Fig. 1: power grid
Bar = 20 µm. Pins as bars on the die edge. Tap cells in grey.
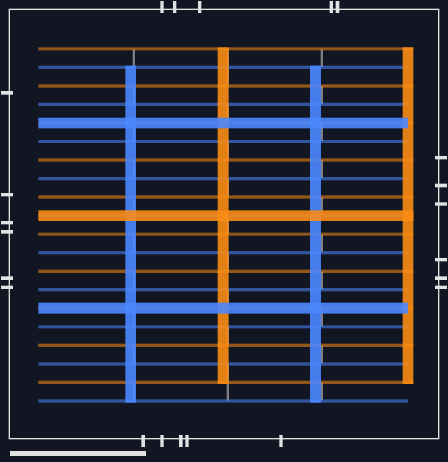
Fig. 2: placement by cell class
Bar = 20 µm.
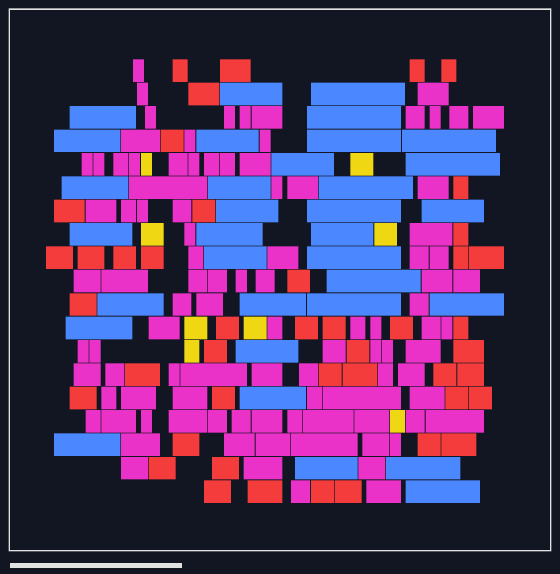
Fig. 3: clock wires, drivers and flops
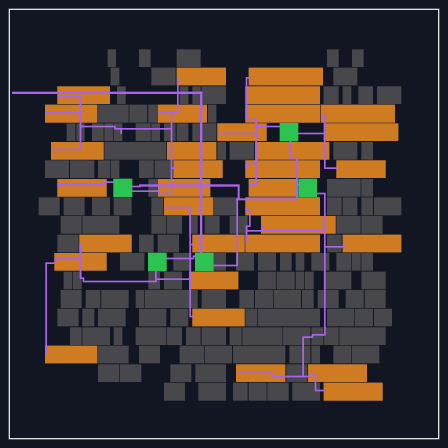
Fig. 4: metal layers overlaid
Bar = 20 µm. Only two layers are drawn.
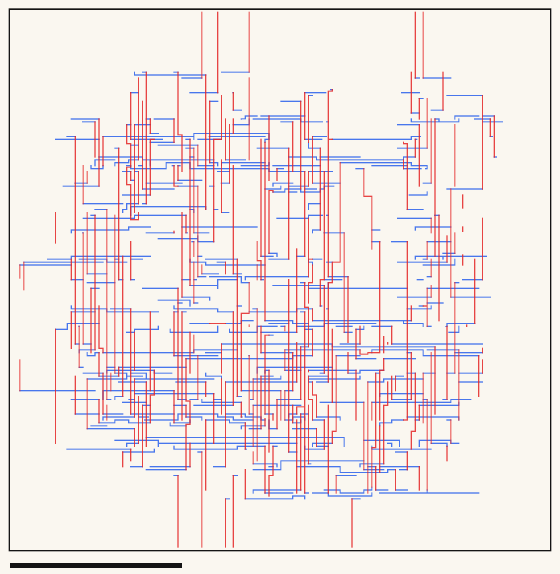
Fig. 5: cell outlines without signal wires
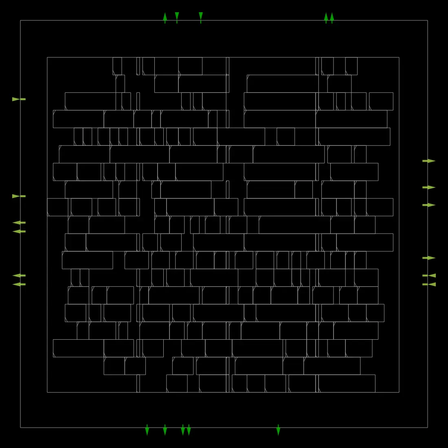
[src/rtl/serial_result_collector_pkg.sv]
// Shared types and default sizing for the serial result collector.
package serial_result_collector_pkg;

  localparam int DEF_WIDTH = 4;
  localparam int DEF_DEPTH = 2;
  localparam int DEF_CNTW  = 8;

  // IDLE: waiting for the first bit of a frame
  // SHIFT: collecting serial bits, LSB first
  // PUSH: one-cycle hand-off of the finished word to the FIFO
  typedef enum logic [1:0] {
    IDLE  = 2'd0,
    SHIFT = 2'd1,
    PUSH  = 2'd2
  } state_t;

  // Finished frame: {carry, bit[DEF_WIDTH-1:0]}
  typedef logic [DEF_WIDTH:0] frame_t;

endpackage

[src/rtl/serial_result_collector_sync_fifo.sv]
// Small synchronous FIFO with occupancy count. The head entry is shown
// combinationally from the registered read pointer and reads as zero
// when empty. A push while full is accepted only together with a pop.
module sync_fifo
  import serial_result_collector_pkg::*;
#(
  parameter int DEPTH = DEF_DEPTH,
  parameter int DW    = DEF_WIDTH + 1
) (
  input  logic                         clk,
  input  logic                         reset,
  input  logic                         push_i,
  input  logic                         pop_i,
  input  logic [DW-1:0]                wdata_i,
  output logic [DW-1:0]                rdata_o,
  output logic                         empty_o,
  output logic [$clog2(DEPTH+1)-1:0]   count_o
);

  localparam int AW = (DEPTH > 2) ? $clog2(DEPTH) : 1;
  localparam int CW = $clog2(DEPTH + 1);

  logic [DW-1:0] mem_q [DEPTH];
  logic [AW-1:0] wr_ptr_q, wr_ptr_d;
  logic [AW-1:0] rd_ptr_q, rd_ptr_d;
  logic [CW-1:0] count_q, count_d;
  logic          full, do_push, do_pop;

  assign full    = (count_q == CW'(DEPTH));
  assign empty_o = (count_q == '0);
  assign count_o = count_q;
  assign do_push = push_i & (~full | pop_i);
  assign do_pop  = pop_i & ~empty_o;
  assign rdata_o = empty_o ? '0 : mem_q[rd_ptr_q];

  // Pointer and occupancy next-state; power-of-2 depth lets pointers wrap naturally.
  always_comb begin
    wr_ptr_d = wr_ptr_q;
    rd_ptr_d = rd_ptr_q;
    count_d  = count_q;
    if (do_push) wr_ptr_d = wr_ptr_q + AW'(1);
    if (do_pop)  rd_ptr_d = rd_ptr_q + AW'(1);
    case ({do_push, do_pop})
      2'b10:   count_d = count_q + CW'(1);
      2'b01:   count_d = count_q - CW'(1);
      default: count_d = count_q;
    endcase
  end

  // Pointer/count registers with synchronous active-low reset.
  always_ff @(posedge clk) begin
    if (!reset) begin
      wr_ptr_q <= '0;
      rd_ptr_q <= '0;
      count_q  <= '0;
    end else begin
      wr_ptr_q <= wr_ptr_d;
      rd_ptr_q <= rd_ptr_d;
      count_q  <= count_d;
    end
  end

  // Storage array; contents are don't-care until written.
  always_ff @(posedge clk) begin
    if (do_push) mem_q[wr_ptr_q] <= wdata_i;
  end

endmodule

[src/rtl/serial_result_collector.sv]
// Collects an LSB-first serial result plus final carry into a parallel
// word and queues finished words for a ready/valid consumer. Steps in
// lockstep with the upstream stage through the shared control qualifier.
module serial_result_collector
  import serial_result_collector_pkg::*;
#(
  parameter int WIDTH = DEF_WIDTH,
  parameter int DEPTH = DEF_DEPTH,
  parameter int CNTW  = DEF_CNTW
) (
  input  logic             clk,
  input  logic             reset,
  input  logic             control,
  input  logic             s_bit,
  input  logic             c_in,
  output logic [WIDTH:0]   out_data,
  output logic             out_valid,
  input  logic             out_ready,
  output logic             busy,
  output logic             drop,
  output logic [CNTW-1:0]  drop_cnt
);

  localparam int BCW = (WIDTH > 2) ? $clog2(WIDTH) : 1;
  localparam int CW  = $clog2(DEPTH + 1);
  localparam logic [BCW-1:0] LAST_BIT = BCW'(WIDTH - 1);

  state_t          state_q, state_d;
  logic [WIDTH-1:0] sreg_q, sreg_d;
  logic            carry_q, carry_d;
  logic [BCW-1:0]  bit_cnt_q, bit_cnt_d;
  logic            drop_q, drop_d;
  logic [CNTW-1:0] drop_cnt_q, drop_cnt_d;

  logic            fifo_push, fifo_pop, fifo_full, fifo_empty;
  logic [CW-1:0]   fifo_count;

  assign fifo_push = (state_q == PUSH);
  assign fifo_pop  = out_valid & out_ready;
  assign fifo_full = (fifo_count == CW'(DEPTH));

  assign out_valid = ~fifo_empty;
  assign busy      = (state_q == SHIFT) && (bit_cnt_q != '0);
  assign drop      = drop_q;
  assign drop_cnt  = drop_cnt_q;

  // Next-state: capture a bit on every qualified edge in IDLE/SHIFT; PUSH
  // never captures, it only hands the word over or drops it.
  always_comb begin
    state_d    = state_q;
    sreg_d     = sreg_q;
    carry_d    = carry_q;
    bit_cnt_d  = bit_cnt_q;
    drop_d     = 1'b0;
    drop_cnt_d = drop_cnt_q;
    case (state_q)
      IDLE, SHIFT: begin
        if (control) begin
          sreg_d = {s_bit, sreg_q[WIDTH-1:1]};
          if (bit_cnt_q == LAST_BIT) begin
            carry_d   = c_in;
            bit_cnt_d = '0;
            state_d   = PUSH;
          end else begin
            bit_cnt_d = bit_cnt_q + BCW'(1);
            state_d   = SHIFT;
          end
        end
      end
      PUSH: begin
        if (fifo_full && !fifo_pop) begin
          drop_d = 1'b1;
          if (drop_cnt_q != '1) drop_cnt_d = drop_cnt_q + CNTW'(1);
        end
        state_d = control ? SHIFT : IDLE;
      end
      default: state_d = IDLE;
    endcase
  end

  // State, shift register and drop bookkeeping with synchronous active-low reset.
  always_ff @(posedge clk) begin
    if (!reset) begin
      state_q    <= IDLE;
      sreg_q     <= '0;
      carry_q    <= 1'b0;
      bit_cnt_q  <= '0;
      drop_q     <= 1'b0;
      drop_cnt_q <= '0;
    end else begin
      state_q    <= state_d;
      sreg_q     <= sreg_d;
      carry_q    <= carry_d;
      bit_cnt_q  <= bit_cnt_d;
      drop_q     <= drop_d;
      drop_cnt_q <= drop_cnt_d;
    end
  end

  sync_fifo #(
    .DEPTH (DEPTH),
    .DW    (WIDTH + 1)
  ) u_fifo (
    .clk     (clk),
    .reset   (reset),
    .push_i  (fifo_push),
    .pop_i   (fifo_pop),
    .wdata_i ({carry_q, sreg_q}),
    .rdata_o (out_data),
    .empty_o (fifo_empty),
    .count_o (fifo_count)
  );

endmodule

[config.mk]
export PLATFORM = sky130hd
export DESIGN_NAME = serial_result_collector
export DESIGN_NICKNAME = d
export VERILOG_FILES = /design/src/rtl/serial_result_collector_pkg.sv /design/src/rtl/serial_result_collector_sync_fifo.sv /design/src/rtl/serial_result_collector.sv
export SDC_FILE = /design/constraint.sdc
export NUM_CORES = 1
export LEC_CHECK = 0
export CAP_MARGIN = 20
export CORE_MARGIN = 4
export CORE_UTILIZATION = 47
export DETAILED_ROUTE_END_ITERATION = 16
export GPL_ROUTABILITY_DRIVEN = 1
export PLACE_DENSITY = 0.74
export SYNTH_ARGS = -nofsm -noshare
export SYNTH_HDL_FRONTEND = slang
export SYNTH_SLANG_ARGS = --single-unit
[constraint.sdc]
create_clock -name clk -period 1.7 [get_ports clk]
set_clock_uncertainty 0.2 [all_clocks]
set_input_delay 0.34 -clock clk [delete_from_list [all_inputs] [get_ports clk]]
set_output_delay 0.34 -clock clk [all_outputs]
set_load 0.01 [all_outputs]
==> impl_metrics.ini <==
; generated from flow reports
[placed_design]
dp_hpwl_mm = 2.241
gp_congestion = 0.7250

[layout]
logic_area_um2 = 740.7
n_all_inverters = 8
sh_seq_area = 0.3920
buf_share = 0.1772
stdcell_count = 213

[global_route]
grt_antenna_before_repair = 0
overflow = 0

[clock_network]
numCtsBuffers = 5
cts_max_level = 2

[timing]
fin_ws_ns = -0.1199
layout_min_cycle_time_ns = 1.820
setup_violations = 3

[synthesis]
synth.largest_area_cell = dfxtp_1
area_leaders = dfxtp_1, edfxtp_1, mux2i_1, nor2_1, ha_1
ys_sh_mux = 0.07086
ys_top_logic_family = simple AND/OR/NAND/NOR gates
yosys-top-cells-count = dfxtp_1, nor2_1, edfxtp_1, mux2i_1
most_common_cell = dfxtp_1
synthAoiAreaFrac = 0.09035
synth_warnings = 0
synth-seq-cells = 33

[worst_setup_path]
worst_setup_path_end_kind = flop

[pwr]
p_sw_mw = 0.2982
p_sw_frac = 0.2272
powerSeq_mw = 0.823
p_comb_frac = 0.066

[run_status]
outcome = finished with violations
violations = setup timing

[die]
boundaryPins = 22

[detailed_routing]
drt_pre_antenna_iters = 4
drc_errors = 0
Back to the opening pictures, Fig. 1:
legend:
  orange:
    net: VDD
  blue:
    net: VSS
met4 straps: 4
met5 straps: 3
rows: 19
Peak VDD IR: 0.5372 mV
Die Y-Extent: 62.82 µm
Die W: 62.82 µm
core area: 2805 µm²

Back to the opening pictures, Fig. 2:
legend:
  red:
    class: remaining buffers and delay cells
    cells: 44
  blue:
    class: registers
    cells: 33
  magenta:
    class: remaining logic cells
    cells: 97
  yellow:
    class: clock drivers and dummy loads
    cells: 8
Rows: 19
Post-Layout Inst Area: 1998 µm²

Back to the opening pictures, Fig. 3:
legend:
  orange:
    item: flip-flops
    count: 33
  green:
    item: clock-net drivers
    count: 5
  purple:
    item: clock wires
    length: 366 µm
routed clock nets: 6
Clk power: 0.404 mW
worst-skew pair later-pin latency: 0.32 ns

Back to the opening pictures, Fig. 4:
legend:
  red:
    layer: M2
    wire_length: 1,610 µm
  blue:
    layer: M1
    wire_length: 1,340 µm
post-DR wirelength/cell: 14.65 µm
Vias: 1,146
All-Layer GR Usage: 0.1656
final wirelength: 3.120 mm

Back to the opening pictures, Fig. 5:
Tap Count: 31
Post-Route Utilization: 0.7123
Seq Cell Count: 33
Filler cells: 215

stage by stage:
step	worst slack (ns)	area (µm²)
global route	-0.1760	1998
finish	-0.1199	1998
floorplan	-0.07514	1438
detailed placement	-0.6254	1810
global placement	-0.5591	1810
CTS	-0.1428	1912
flip-flops by register name (all words and copies together) (netlist names), named ones only:
register         flops
sreg_q               4
state_q              2
drop                 1
u_fifo.rd_ptr_q      1
u_fifo.count_o       2
carry_q              1
u_fifo.wr_ptr_q      1
bit_cnt_q            2
u_fifo.mem_q        10
drop_cnt             8
timing repair:
| item | in CTS | in global routing |
|---|---|---|
| pin swaps | 9 | 10 |
| setup buffers | 4 | 1 |
| hold buffers | 0 | 0 |
| resized | 57 | 28 |
| setup endpoints to repair | 33 | 16 |
No activity file was given, so power comes from the tool's default toggle rates.
